<file path="src/rtl/btn_capture_pkg.sv">
// Shared constants and helpers for the button capture bank.
// Imported by the debouncer and by the bank top.
package btn_capture_pkg;

  localparam int DB_CYCLES_BOARD = 500000;
  localparam int DB_CYCLES_SIM   = 4;

  // A width of at least one bit keeps counters and selects legal for small sizes.
  function automatic int clog2_min1(input int n);
    return (n <= 2) ? 1 : $clog2(n);
  endfunction

endpackage

</file>
<file path="src/rtl/sync_debounce.sv">
// Two-flop synchronizer plus stability-count debouncer for one raw button.
// rise is high in the cycle whose closing edge moves level from 0 to 1.
module sync_debounce
  import btn_capture_pkg::*;
#(
  parameter int DB_CYCLES = DB_CYCLES_SIM
) (
  input  logic CLK50M,
  input  logic reset,
  input  logic noisy,
  output logic level,
  output logic rise
);

  localparam int               CNT_W    = clog2_min1(DB_CYCLES);
  localparam logic [CNT_W-1:0] CNT_LAST = CNT_W'(DB_CYCLES - 1);

  logic             meta_p0;
  logic             sync_p1;
  logic [CNT_W-1:0] cnt;
  logic             accept;

  assign accept = (sync_p1 != level) && (cnt == CNT_LAST);
  assign rise   = accept && sync_p1;

  always_ff @(posedge CLK50M) begin
    if (reset) begin
      meta_p0 <= 1'b0;
      sync_p1 <= 1'b0;
      level   <= 1'b0;
      cnt     <= '0;
    end else begin
      // synchronizer stage boundary: raw -> meta_p0 -> sync_p1
      meta_p0 <= noisy;
      sync_p1 <= meta_p0;
      if (sync_p1 == level) begin
        cnt <= '0;
      end else if (accept) begin
        level <= sync_p1;
        cnt   <= '0;
      end else begin
        cnt <= cnt + 1'b1;
      end
    end
  end

endmodule

</file>
<file path="src/rtl/btn_capture_bank.sv">
// Debounced capture of a switch word into a shift-history bank, with clear,
// occupancy count and a combinational LED view of one selected entry.
module btn_capture_bank
  import btn_capture_pkg::*;
#(
  parameter int WIDTH     = 4,
  parameter int DEPTH     = 4,
  parameter int DB_CYCLES = DB_CYCLES_BOARD,
  parameter int SEL_W     = clog2_min1(DEPTH)
) (
  input  logic             CLK50M,
  input  logic             reset,
  input  logic             A_noisy,
  input  logic             C_noisy,
  input  logic [WIDTH-1:0] binary,
  input  logic [SEL_W-1:0] sel,
  output logic [WIDTH-1:0] led,
  output logic [SEL_W:0]   count,
  output logic             full,
  output logic             capture_pulse
);

  localparam logic [SEL_W:0] DEPTH_C = (SEL_W + 1)'(DEPTH);

  logic             cap_ev;
  logic             clr_ev;
  logic             a_level;
  logic             c_level;
  logic             levels_unused;
  logic [WIDTH-1:0] bank [DEPTH];
  logic [SEL_W:0]   sel_ext;

  sync_debounce #(.DB_CYCLES(DB_CYCLES)) u_db_a (
    .CLK50M (CLK50M),
    .reset  (reset),
    .noisy  (A_noisy),
    .level  (a_level),
    .rise   (cap_ev)
  );

  sync_debounce #(.DB_CYCLES(DB_CYCLES)) u_db_c (
    .CLK50M (CLK50M),
    .reset  (reset),
    .noisy  (C_noisy),
    .level  (c_level),
    .rise   (clr_ev)
  );

  // Only the rising edges drive the bank; the levels themselves are not needed here.
  assign levels_unused = a_level ^ c_level;

  always_ff @(posedge CLK50M) begin
    if (reset) begin
      for (int i = 0; i < DEPTH; i++) bank[i] <= '0;
      count         <= '0;
      capture_pulse <= 1'b0;
    end else begin
      capture_pulse <= 1'b0;
      if (clr_ev) begin
        for (int i = 0; i < DEPTH; i++) bank[i] <= '0;
        count <= '0;
      end else if (cap_ev) begin
        bank[0] <= binary;
        for (int i = 1; i < DEPTH; i++) bank[i] <= bank[i-1];
        if (count != DEPTH_C) count <= count + 1'b1;
        capture_pulse <= 1'b1;
      end
    end
  end

  assign full    = (count == DEPTH_C);
  assign sel_ext = {1'b0, sel};

  // Explicit match keeps out-of-range selects (non-power-of-2 DEPTH) at zero.
  always_comb begin
    led = '0;
    for (int i = 0; i < DEPTH; i++) begin
      if (sel_ext == (SEL_W + 1)'(i)) led = bank[i];
    end
  end

endmodule

</file>
<file path="config.mk">
export PLATFORM = sky130hd
export DESIGN_NAME = btn_capture_bank
export DESIGN_NICKNAME = d
export VERILOG_FILES = /design/src/rtl/btn_capture_pkg.sv /design/src/rtl/sync_debounce.sv /design/src/rtl/btn_capture_bank.sv
export SDC_FILE = /design/constraint.sdc
export NUM_CORES = 1
export LEC_CHECK = 0
export ABC_CLOCK_PERIOD_IN_PS = 2700
export CAP_MARGIN = 20
export CORE_MARGIN = 5
export CORE_UTILIZATION = 50
export DETAILED_ROUTE_END_ITERATION = 16
export PLACE_DENSITY = 0.69
export SETUP_SLACK_MARGIN = 0.4
export SLEW_MARGIN = 20
export SYNTH_ARGS = -nofsm -noshare
export SYNTH_HDL_FRONTEND = slang
export SYNTH_SLANG_ARGS = --single-unit
export TNS_END_PERCENT = 5
</file>
<file path="constraint.sdc">
create_clock -name CLK50M -period 2.7 [get_ports CLK50M]
set_clock_uncertainty 0.1 [all_clocks]
set_input_delay 0.81 -clock CLK50M [delete_from_list [all_inputs] [get_ports CLK50M]]
set_output_delay 0.81 -clock CLK50M [all_outputs]
set_load 0.1 [all_outputs]
</file>
==> ci_impl_report.md, run 1 <==
### Metrics collected by this job

| Metric | Value |
|---|---|
| Number of warnings reported in the yosys synthesis log | `0` |
| Tally of non-filler cells in the final layout | `397` |
| Maximum fanout count along the critical path | `4` |
| Number of hold buffers added after cts | `0` |
| DPL Wire Length | `4060 um` |
| Largest net degree at the start of global routing | `20` |
| Worst EP arrival | `1620 ps` |
| Area of all placed cells without fillers | `3420 um^2` |
| Master of the slowest instance on the critical path | `sky130_fd_sc_hd__mux4_2` |
| Headroom to the max-slew limit | `0.472` |
| Largest stage delay, worst path | `530 ps` |
| TritonCTS clock tree | `built` |
| Routed metal-1 wire length | `2660 um` |
| Number of filler cells placed in the layout | `521` |
| Post-synthesis compound-gate area fraction | `0.0972` |
| Routed wire length per instance | `14.3 um` |
| Crit-path most repeated cell | `sky130_fd_sc_hd__buf_12` |
| Mapped cell area | `2920 um^2` |
| TritonCTS buffer count | `9` |
| Most frequently used cell type in the post-synthesis netlist | `sky130_fd_sc_hd__dfxtp_1` |
| Fmax achieved | `395 MHz` |
| Tap cells | `72` |
| Result of the run | `finished, final reports clean` |
| Nature of the critical path startpoint | `input port` |
| Fin. Hold Viols | `0` |
| FFs w/ async S/R, synth | `0` |
| Height of the die | `86.5 um` |
| Seq cells post-synth | `64` |
| Share of layout cells above drive strength 1 | `0.163` |
| Synthesized instance count | `297` |
| Area-dominant class | `multi-input combinational cells` |
| Area taken by multi-input logic gates | `1440 um^2` |
| Fraction of area in clock buffers and inverters | `0.0524` |
| Non-clock inverter count in the final layout | `8` |
| Bufs and invs on worst path | `2` |
==> run 1: layout by cell type (no fill, tap or decap), types with 2 or more instances in the layout <==
cell                              count
sky130_fd_sc_hd__clkbuf_1             2
sky130_fd_sc_hd__clkinv_2             2
sky130_fd_sc_hd__nand3_1             18
sky130_fd_sc_hd__a21o_1               2
sky130_fd_sc_hd__a21oi_1             16
sky130_fd_sc_hd__nand2_1             13
sky130_fd_sc_hd__clkinv_1             2
sky130_fd_sc_hd__and3_1               2
sky130_fd_sc_hd__buf_12               6
sky130_fd_sc_hd__nor2b_1              5
sky130_fd_sc_hd__o31ai_1              3
sky130_fd_sc_hd__nand4_1             13
sky130_fd_sc_hd__or3_1                7
sky130_fd_sc_hd__nor4_1               2
sky130_fd_sc_hd__mux4_2               4
sky130_fd_sc_hd__or4_1                5
sky130_fd_sc_hd__edfxtp_1            12
sky130_fd_sc_hd__nor2_1              30
sky130_fd_sc_hd__xor2_1              15
sky130_fd_sc_hd__and4_1               6
sky130_fd_sc_hd__clkdlybuf4s50_1      7
sky130_fd_sc_hd__and2_1              15
sky130_fd_sc_hd__o21ai_0             13
sky130_fd_sc_hd__a21oi_2              2
sky130_fd_sc_hd__clkbuf_8             9
sky130_fd_sc_hd__nor3_1               5
sky130_fd_sc_hd__inv_1                8
sky130_fd_sc_hd__dfxtp_1             49
sky130_fd_sc_hd__dfxtp_2              3
sky130_fd_sc_hd__xnor2_1             10
sky130_fd_sc_hd__buf_4               10
sky130_fd_sc_hd__nor4_2               2
sky130_fd_sc_hd__ha_1                 4
==> run 1: report_power, final <==
part / switching [mW] / internal, mW
Sequential: 0.00663 / 0.984
Combinational: 0.0647 / 0.0479
Clock: 0.348 / 0.418
Total: 0.419 / 1.45
**Run 1: metal 1**

The bar under the picture is 20 um long.
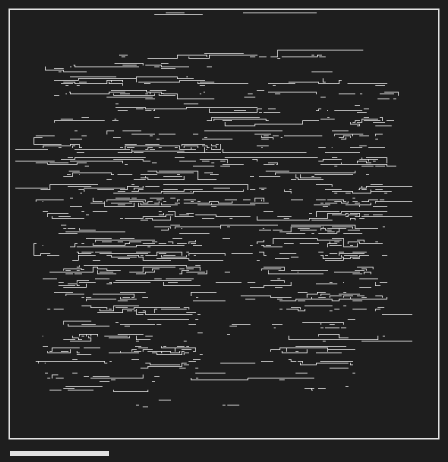
- share of all routed wire: 47%
- nets with wire on the layer: 315
via count: 2194
overall routed net length: 5690 um
met1 track demand over resource: 0.221

**Run 1: routing congestion map**

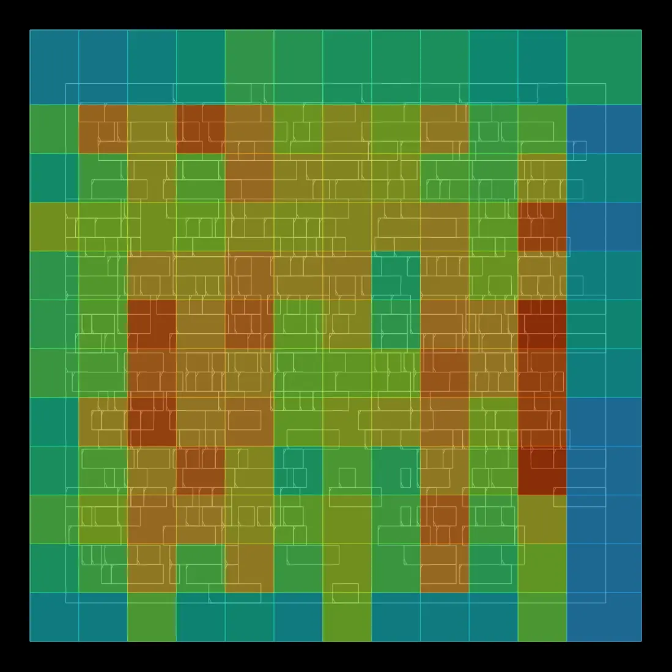
met2 track utilization from global routing: 0.276
layer with the highest usage: met2

**Run 1: wiring heat map**

The bar under the picture is 20 um long. 17 x 17 tiles, from black (low) to pale yellow (high), scaled to the fullest tile. Values are wire area over tile area, all layers added.
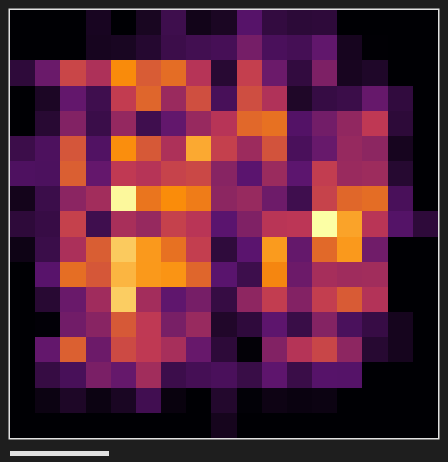
- densest ninth of the die: middle
- nearly empty tiles: 22%
- mean over tiles: 0.12
- fullest tile: 0.44
- tiles over half the peak: 20%

**Run 1: signal wires on met2**

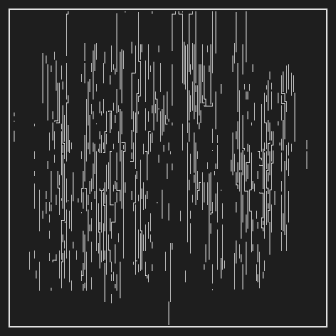

==> run 1 -> run 2 <==
--- a/config.mk
+++ b/config.mk
@@ -5,7 +5,7 @@
 export SDC_FILE = /design/constraint.sdc
 export NUM_CORES = 1
 export LEC_CHECK = 0
-export ABC_CLOCK_PERIOD_IN_PS = 2700
+export ABC_CLOCK_PERIOD_IN_PS = 2800
 export CAP_MARGIN = 20
 export CORE_MARGIN = 5
 export CORE_UTILIZATION = 50
==> constraint.sdc (replaced) <==
create_clock -name CLK50M -period 2.8 [get_ports CLK50M]
set_clock_uncertainty 0.1 [all_clocks]
set_input_delay 0.84 -clock CLK50M [delete_from_list [all_inputs] [get_ports CLK50M]]
set_output_delay 0.84 -clock CLK50M [all_outputs]
set_load 0.1 [all_outputs]
**Run 2: signal wires on met2**

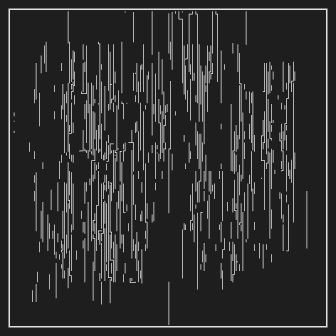
- main direction: vertical
- share of all routed wire: 49%
- wire length on this layer: 2860 um
- nets with wire on the layer: 278
- longest straight run: 38.1 um

==> ci_impl_report.md, run 2 <==
### Metrics collected by this job

| Metric | Value |
|---|---|
| Result of the run | `finished, final reports clean` |
| Top-level I/O count | `19` |
| Dominant logic cell types in the final layout | `49 x sky130_fd_sc_hd__dfxtp_1, 30 x sky130_fd_sc_hd__nor2_1, 18 x sky130_fd_sc_hd__nand3_1` |
| Number of warnings reported in the yosys synthesis log | `0 (unchanged)` |
| Final hold slack | `342 ps` |
| Number of antenna diodes | `0` |
| Area share of the largest cell type after synthesis | `0.356` |
| Portion of total power attributed to sequential cells | `0.528 (-0.002)` |
| Worst Path Class, Setup | `input port to output pin` |
| H-tree levels | `3` |
| Fraction of power consumed by combinational cells | `0.061 (about the same)` |
| Share of layout cells above drive strength 1 | `0.168 (+0.00461)` |
| Number of warning messages in the logs | `30` |
| TritonCTS clock tree | `built` |
| Fmax achieved | `386 MHz` |
| Unrepaired setup endpoints after global routing | `yes` |
| Via/cell ratio | `5.46` |
| Crit-path most repeated cell | `sky130_fd_sc_hd__buf_12` |
| Worst-path cell chain | `buf_12 > mux4_2 > buf_12` |
| Type of the tightest min-delay check | `register to register` |
| Root buf cell | `sky130_fd_sc_hd__clkbuf_8` |
| Slew at the pin closest to its max-slew limit | `812 ps` |
| TritonCTS buffer count | `9 (unchanged)` |
| Initial antenna violation count | `0` |
| Part of the total power dissipated in the clock network | `0.411 (about the same)` |
| First-pass GRT wire length | `10200 um` |
| Count of antenna-violating nets left after detailed routing | `0` |
| Tally of non-filler cells in the final layout | `400 (+0.76%)` |
| Portion of the post-synthesis area used by sequential elements | `0.479` |
| Post-placement cell count | `384` |
| Total Nets Final | `337` |
| Number of iterations in the first detailed-routing pass | `4` |
| Min cycle time layout | `2590 ps` |
| Psw | `0.413 mW (-1.4%)` |
| Number of input and output port buffers inserted | `18` |
| Number of distinct standard cells referenced by the synthesized netlist | `47` |
| Mapped cell area | `2920 um^2 (unchanged)` |
| R2r setup slk | `570 ps` |
| Placed cell areas | `3230 um^2` |
| Most used flip-flop cell after synthesis | `sky130_fd_sc_hd__dfxtp_1` |
| Late-Pin Clk Latency | `340 ps` |
| Routed wire length per instance | `14.6 um (+2.2%)` |
| Peak VDD IR | `0.368 mV` |
| Synthesized instance count | `297 (unchanged)` |
| Smallest setup slack after layout | `209 ps` |
| Master of the slowest instance on the critical path | `sky130_fd_sc_hd__mux4_2` |
| Registers with the highest flip-flop counts | `u_db_a.cnt (19), u_db_c.cnt (19), bank (16)` |
| Average instance area after synthesis | `9.84 um^2` |
| Number of hold buffers added after cts | `0 (unchanged)` |
| PwrDens | `528 nW/um^2` |
| Bufs and invs on worst path | `2 (unchanged)` |
| Height of the die | `86.5 um (unchanged)` |
| Worst EP arrival | `1650 ps (+30 ps)` |
| Initial DRC count | `112` |
| Nature of the critical path startpoint | `input port` |
| Final weighted congestion in routability-driven placement | `0.787` |
| Most frequently used cell type in the post-synthesis netlist | `sky130_fd_sc_hd__dfxtp_1` |
| Via count | `2184 (-0.46%)` |
| Top cells, area | `sky130_fd_sc_hd__dfxtp_1 36%, sky130_fd_sc_hd__edfxtp_1 12%, sky130_fd_sc_hd__xor2_1 4.5%, sky130_fd_sc_hd__nor2_1 3.9%, sky130_fd_sc_hd__and2_1 3.4%` |
| Max-cap viol count | `0` |
| Worst EP required | `1860 ps` |
| FFs w/ async S/R, synth | `0 (unchanged)` |
| # Cells Yosys | `297` |
| Area of all placed cells without fillers | `3420 um^2 (+0.18%)` |
| Area of the core | `5610 um^2` |
| Most area-hungry cell type in the Yosys netlist | `sky130_fd_sc_hd__dfxtp_1` |
| Number of setup buffers added after CTS | `0` |
| Clock buffer depth | `2` |
| Number of nets at floorplan | `311` |
| Fin. Hold Viols | `0 (unchanged)` |
| Clock-pin slew on the worst setup and hold paths | `60 ps` |
| Sum of internal, switching and leakage power | `1.81 mW` |
| Number of design rule violations left after detail routing | `0` |
| TritonCTS sink count | `64` |
| Pins over their slew limit | `0` |
| Summed standard-cell area reported by yosys | `2920 um^2` |
| Most used logic cell in the final layout | `sky130_fd_sc_hd__dfxtp_1` |
| Pre-placement core utilization | `0.521` |
| DPL Wire Length | `4100 um (+0.98%)` |
| Post-synth EDFFs | `12` |
| Seq cells post-synth | `64 (unchanged)` |
| Number of global-route vias before repair | `2227` |
| Internal | `1.39 mW (-3.7%)` |
| Largest stage delay, worst path | `530 ps (about the same)` |
| Maximum fanout count along the critical path | `4 (unchanged)` |
| Headroom to the max-slew limit | `0.457 (-0.0147)` |
| List of most frequent post-synthesis cells | `52 x sky130_fd_sc_hd__dfxtp_1, 30 x sky130_fd_sc_hd__nor2_1, 18 x sky130_fd_sc_hd__nand3_1` |
| Net Sw Frac | `0.229 (+0.00419)` |
| Full die area | `7470 um^2` |
| Largest net degree at the start of global routing | `20 (unchanged)` |
**Run 2: wiring heat map**

The bar under the picture is 20 um long. 17 x 17 tiles, from black (low) to pale yellow (high), scaled to the fullest tile. Values are wire area over tile area, all layers added.
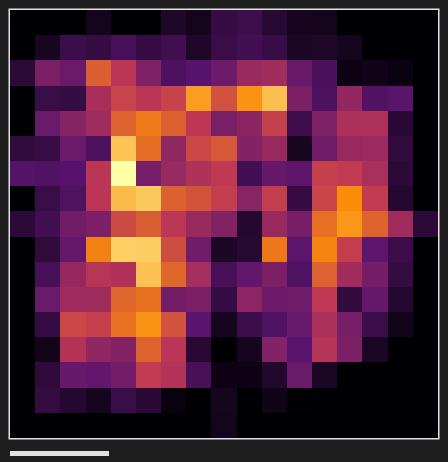
- tiles over half the peak: 18%
- nearly empty tiles: 22%
- emptiest ninth of the die: bottom right
- fullest tile: 0.45
- mean over tiles: 0.12
gr usage total: 0.175
overall routed net length: 5860 um

run 2: cell types whose count changed in the layout (fill, tap and decap cells not counted), sizes merged:
cell / previous run / this run
buf: 16 / 19
clkbuf: 11 / 10
clkinv: 4 / 5
run 2: layout make-up:
| class | count | area [um^2] |
|---|---|---|
| fill | 496 | 2180 |
| multi-input combinational | 213 | 1430 |
| sequential | 64 | 1410 |
| timing repair buffer | 27 | 287 |
| clock buffer | 10 | 128 |
| tap | 72 | 90.1 |
| clock inverter | 6 | 51.3 |
| inverter | 8 | 30.0 |
run 2: path summary, 6_finish.rpt:
kind	startpoint	endpoint	cells past startpoint
max	sel[0]	led[1]	3
min	u_db_c.meta_p0	u_db_c.sync_p1	1
max reg2reg	u_db_c.cnt[12]	bank[0][0]	4
min reg2reg	u_db_c.meta_p0	u_db_c.sync_p1	1
run 2: repair_timing:
| item | in CTS | in global routing |
|---|---|---|
| gates resized | 12 | 0 |
| gates cloned | 0 | 0 |
| setup endpoints to repair | 4 | 16 |
run 2: layer usage:
metal	global-route usage	share of wire	vias up
li1	-	-	1121
met1	0.228	0.47	1028
met2	0.275	0.49	31
met3	0.0447	0.032	4
met4	0.0793	0.0072	0
met5	0	0	-
run 2: kinds of logic after synthesis:
kind of cell             synth area share
AND/OR/NAND/NOR                     0.270
flip-flops                          0.479
AND-OR/OR-AND                      0.0972
XOR/XNOR                           0.0749
buffers and inverters              0.0308
multiplexers                       0.0308
adder cells (fa/ha/maj)            0.0171
run 2: power by group through the flow:
stage | Clock (mW) | Combinational (mW) | Sequential, mW
global route | 0.807 | 0.116 | 0.955
detailed placement | 0 | 0.110 | 0.975
CTS | 0.759 | 0.112 | 0.954
global placement | 0 | 0.108 | 0.975
floorplan | 0 | 0.0627 | 0.972
finish | 0.743 | 0.110 | 0.954
==> run 2 -> run 3 <==
--- a/config.mk
+++ b/config.mk
@@ -9,6 +9,7 @@
 export CAP_MARGIN = 20
 export CORE_MARGIN = 5
 export CORE_UTILIZATION = 50
+export CTS_CLUSTER_SIZE = 12
 export DETAILED_ROUTE_END_ITERATION = 16
 export PLACE_DENSITY = 0.69
 export SETUP_SLACK_MARGIN = 0.4
**Run 3: local utilization**

The bar under the picture is 20 um long. 9 x 9 tiles, from black (low) to pale yellow (high), 0 to 100% covered.
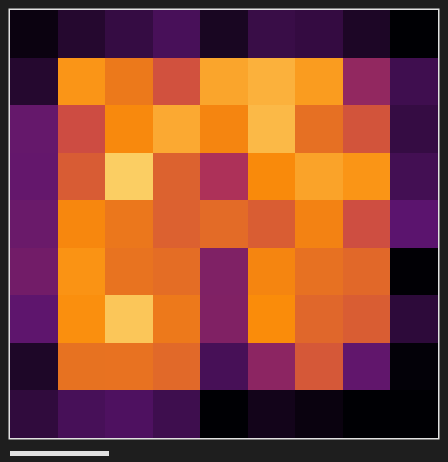
- mean over tiles: 45%
- tiles over 75% full: 15%
- nearly empty tiles: 7.4%
final core utilization: 0.610
area of the core: 5610 um^2
pre-placement core utilization: 0.521

**Run 3: routing congestion map**

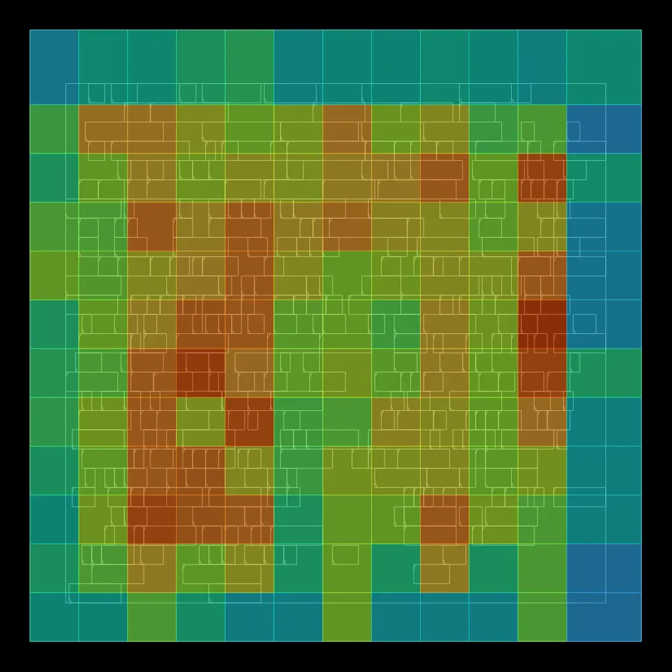
met2 track utilization from global routing: 0.275
routed wire length per instance: 14.6 um
met1 track demand over resource: 0.228

==> ci_impl_report.md, run 3 <==
### Metrics collected by this job

| Metric | Value |
|---|---|
| Area share of the largest cell type after synthesis | `0.356 (unchanged)` |
| Hold-critical path endpoint | `u_db_c.sync_p1` |
| Height of the die | `86.5 um (unchanged)` |
| Via count | `2184 (unchanged)` |
| Number of warning messages in the logs | `30 (unchanged)` |
| Internal | `1.39 mW (unchanged)` |
| Top-level I/O count | `19 (unchanged)` |
| Slew at the pin closest to its max-slew limit | `812 ps (unchanged)` |
| Number of hold buffers added after cts | `0 (unchanged)` |
| Tally of non-filler cells in the final layout | `400 (unchanged)` |
| R2r setup slk | `570 ps (about the same)` |
| Crit-path most repeated cell | `sky130_fd_sc_hd__buf_12` |
| Worst Path Class, Setup | `input port to output pin` |
| Smallest setup slack after layout | `209 ps (unchanged)` |
| Summed standard-cell area reported by yosys | `2920 um^2 (unchanged)` |
| Share of layout cells above drive strength 1 | `0.168 (unchanged)` |
| Via/cell ratio | `5.46 (unchanged)` |
| H-tree levels | `3 (unchanged)` |
| Number of distinct standard cells referenced by the synthesized netlist | `47 (unchanged)` |
| Clock buffer depth | `2 (unchanged)` |
| Total Nets Final | `337 (unchanged)` |
| Worst hold stages | `1 (unchanged)` |
| Number of warnings reported in the yosys synthesis log | `0 (unchanged)` |
| Master of the slowest instance on the critical path | `sky130_fd_sc_hd__mux4_2` |
| Pins over their slew limit | `0 (unchanged)` |
| Number of input and output port buffers inserted | `18 (unchanged)` |
| Net Sw Frac | `0.229 (unchanged)` |
| Most area-hungry cell type in the Yosys netlist | `sky130_fd_sc_hd__dfxtp_1` |
| Number of design rule violations left after detail routing | `0 (unchanged)` |
| Full die area | `7470 um^2 (unchanged)` |
| Late-Pin Clk Latency | `340 ps (about the same)` |
| Final hold slack | `342 ps (unchanged)` |
| Result of the run | `finished, final reports clean` |
| Registers with the highest flip-flop counts | `u_db_a.cnt (19), u_db_c.cnt (19), bank (16)` |
| Min cycle time layout | `2590 ps (unchanged)` |
| Number of nets at floorplan | `311 (unchanged)` |
| Number of antenna diodes | `0 (unchanged)` |
| Root buf cell | `sky130_fd_sc_hd__clkbuf_8` |
| Synthesized instance count | `297 (unchanged)` |
| Top cells, area | `sky130_fd_sc_hd__dfxtp_1 36%, sky130_fd_sc_hd__edfxtp_1 12%, sky130_fd_sc_hd__xor2_1 4.5%, sky130_fd_sc_hd__nor2_1 3.9%, sky130_fd_sc_hd__and2_1 3.4%` |
| Most used logic cell in the final layout | `sky130_fd_sc_hd__dfxtp_1` |
| Fmax achieved | `386 MHz (unchanged)` |
| Count of antenna-violating nets left after detailed routing | `0 (unchanged)` |
| Part of the total power dissipated in the clock network | `0.411 (about the same)` |
| Mapped cell area | `2920 um^2 (unchanged)` |
| First-pass GRT wire length | `10200 um (unchanged)` |
| Final weighted congestion in routability-driven placement | `0.787 (unchanged)` |
| Headroom to the max-slew limit | `0.457 (unchanged)` |
| Area of all placed cells without fillers | `3420 um^2 (unchanged)` |
| Worst-path cell chain | `buf_12 > mux4_2 > buf_12` |
| Number of global-route vias before repair | `2227 (unchanged)` |
| Overall routed net length | `5860 um (unchanged)` |
| Number of filler cells placed in the layout | `496 (unchanged)` |
| Type of the tightest min-delay check | `register to register` |
| PwrDens | `528 nW/um^2 (unchanged)` |
| Psw | `0.413 mW (unchanged)` |
| Number of iterations in the first detailed-routing pass | `4 (unchanged)` |
| Portion of total power attributed to sequential cells | `0.528 (about the same)` |
| Clock-pin slew on the worst setup and hold paths | `60 ps (about the same)` |
| Peak VDD IR | `0.368 mV (unchanged)` |
| List of most frequent post-synthesis cells | `52 x sky130_fd_sc_hd__dfxtp_1, 30 x sky130_fd_sc_hd__nor2_1, 18 x sky130_fd_sc_hd__nand3_1` |
run 3: cell counts after synthesis:
Identical to the previous run, type by type.
run 3: area by class of cell:
class                           count  area [um^2]  area share
Clock buffer                       10          128      0.0373
Clock inverter                      6         51.3      0.0150
Inverter                            8         30.0     0.00877
Multi-Input combinational cell    213         1430       0.418
Sequential cell                    64         1410       0.410
Tap cell                           72         90.1      0.0263
Timing Repair Buffer               27          287      0.0837
run 3: worst max-delay path by stage:
stage	cells past startpoint	slack, ps	to	start
after floorplan	1	270	led[0]	sel[0]
after global placement	3	-370	led[0]	sel[0]
after detailed placement	3	-410	led[1]	sel[0]
after CTS	3	210	led[1]	sel[0]
after global routing	3	190	led[1]	sel[0]
final	3	210	led[1]	sel[0]
run 3: cells by family after synthesis:
logic type	Yosys count	share of synthesized area
AND-OR/OR-AND	45	0.0972
XOR/XNOR	25	0.0749
flip-flops	64	0.479
adder cells (fa/ha/maj)	4	0.0171
buffers and inverters	20	0.0308
AND/OR/NAND/NOR	135	0.270
multiplexers	4	0.0308
run 3: per-layer routing:
layer  part of all wire  vias up  track usage  wire length (um)
met5                  0        -            0                 0
met4             0.0072        0       0.0793                42
met3              0.032        4       0.0447               187
met2               0.49       31        0.275              2860
met1               0.47     1028        0.228              2770
li1                   -     1121            -                 -
run 3: timing repair:
item	CTS	global route
resized	12	0
setup endpoints to repair	4	16
setup buffers	0	0
endpoints found under the hold margin	0	0
run 3: power groups by stage:
stage | Sequential [mW] | Combinational [mW] | Clock [mW]
after floorplan | 0.972 | 0.0627 | 0
after global placement | 0.975 | 0.108 | 0
after detailed placement | 0.975 | 0.110 | 0
after CTS | 0.954 | 0.112 | 0.759
after global routing | 0.955 | 0.116 | 0.807
final | 0.954 | 0.110 | 0.743
Power is estimated from default activity; no workload was simulated.
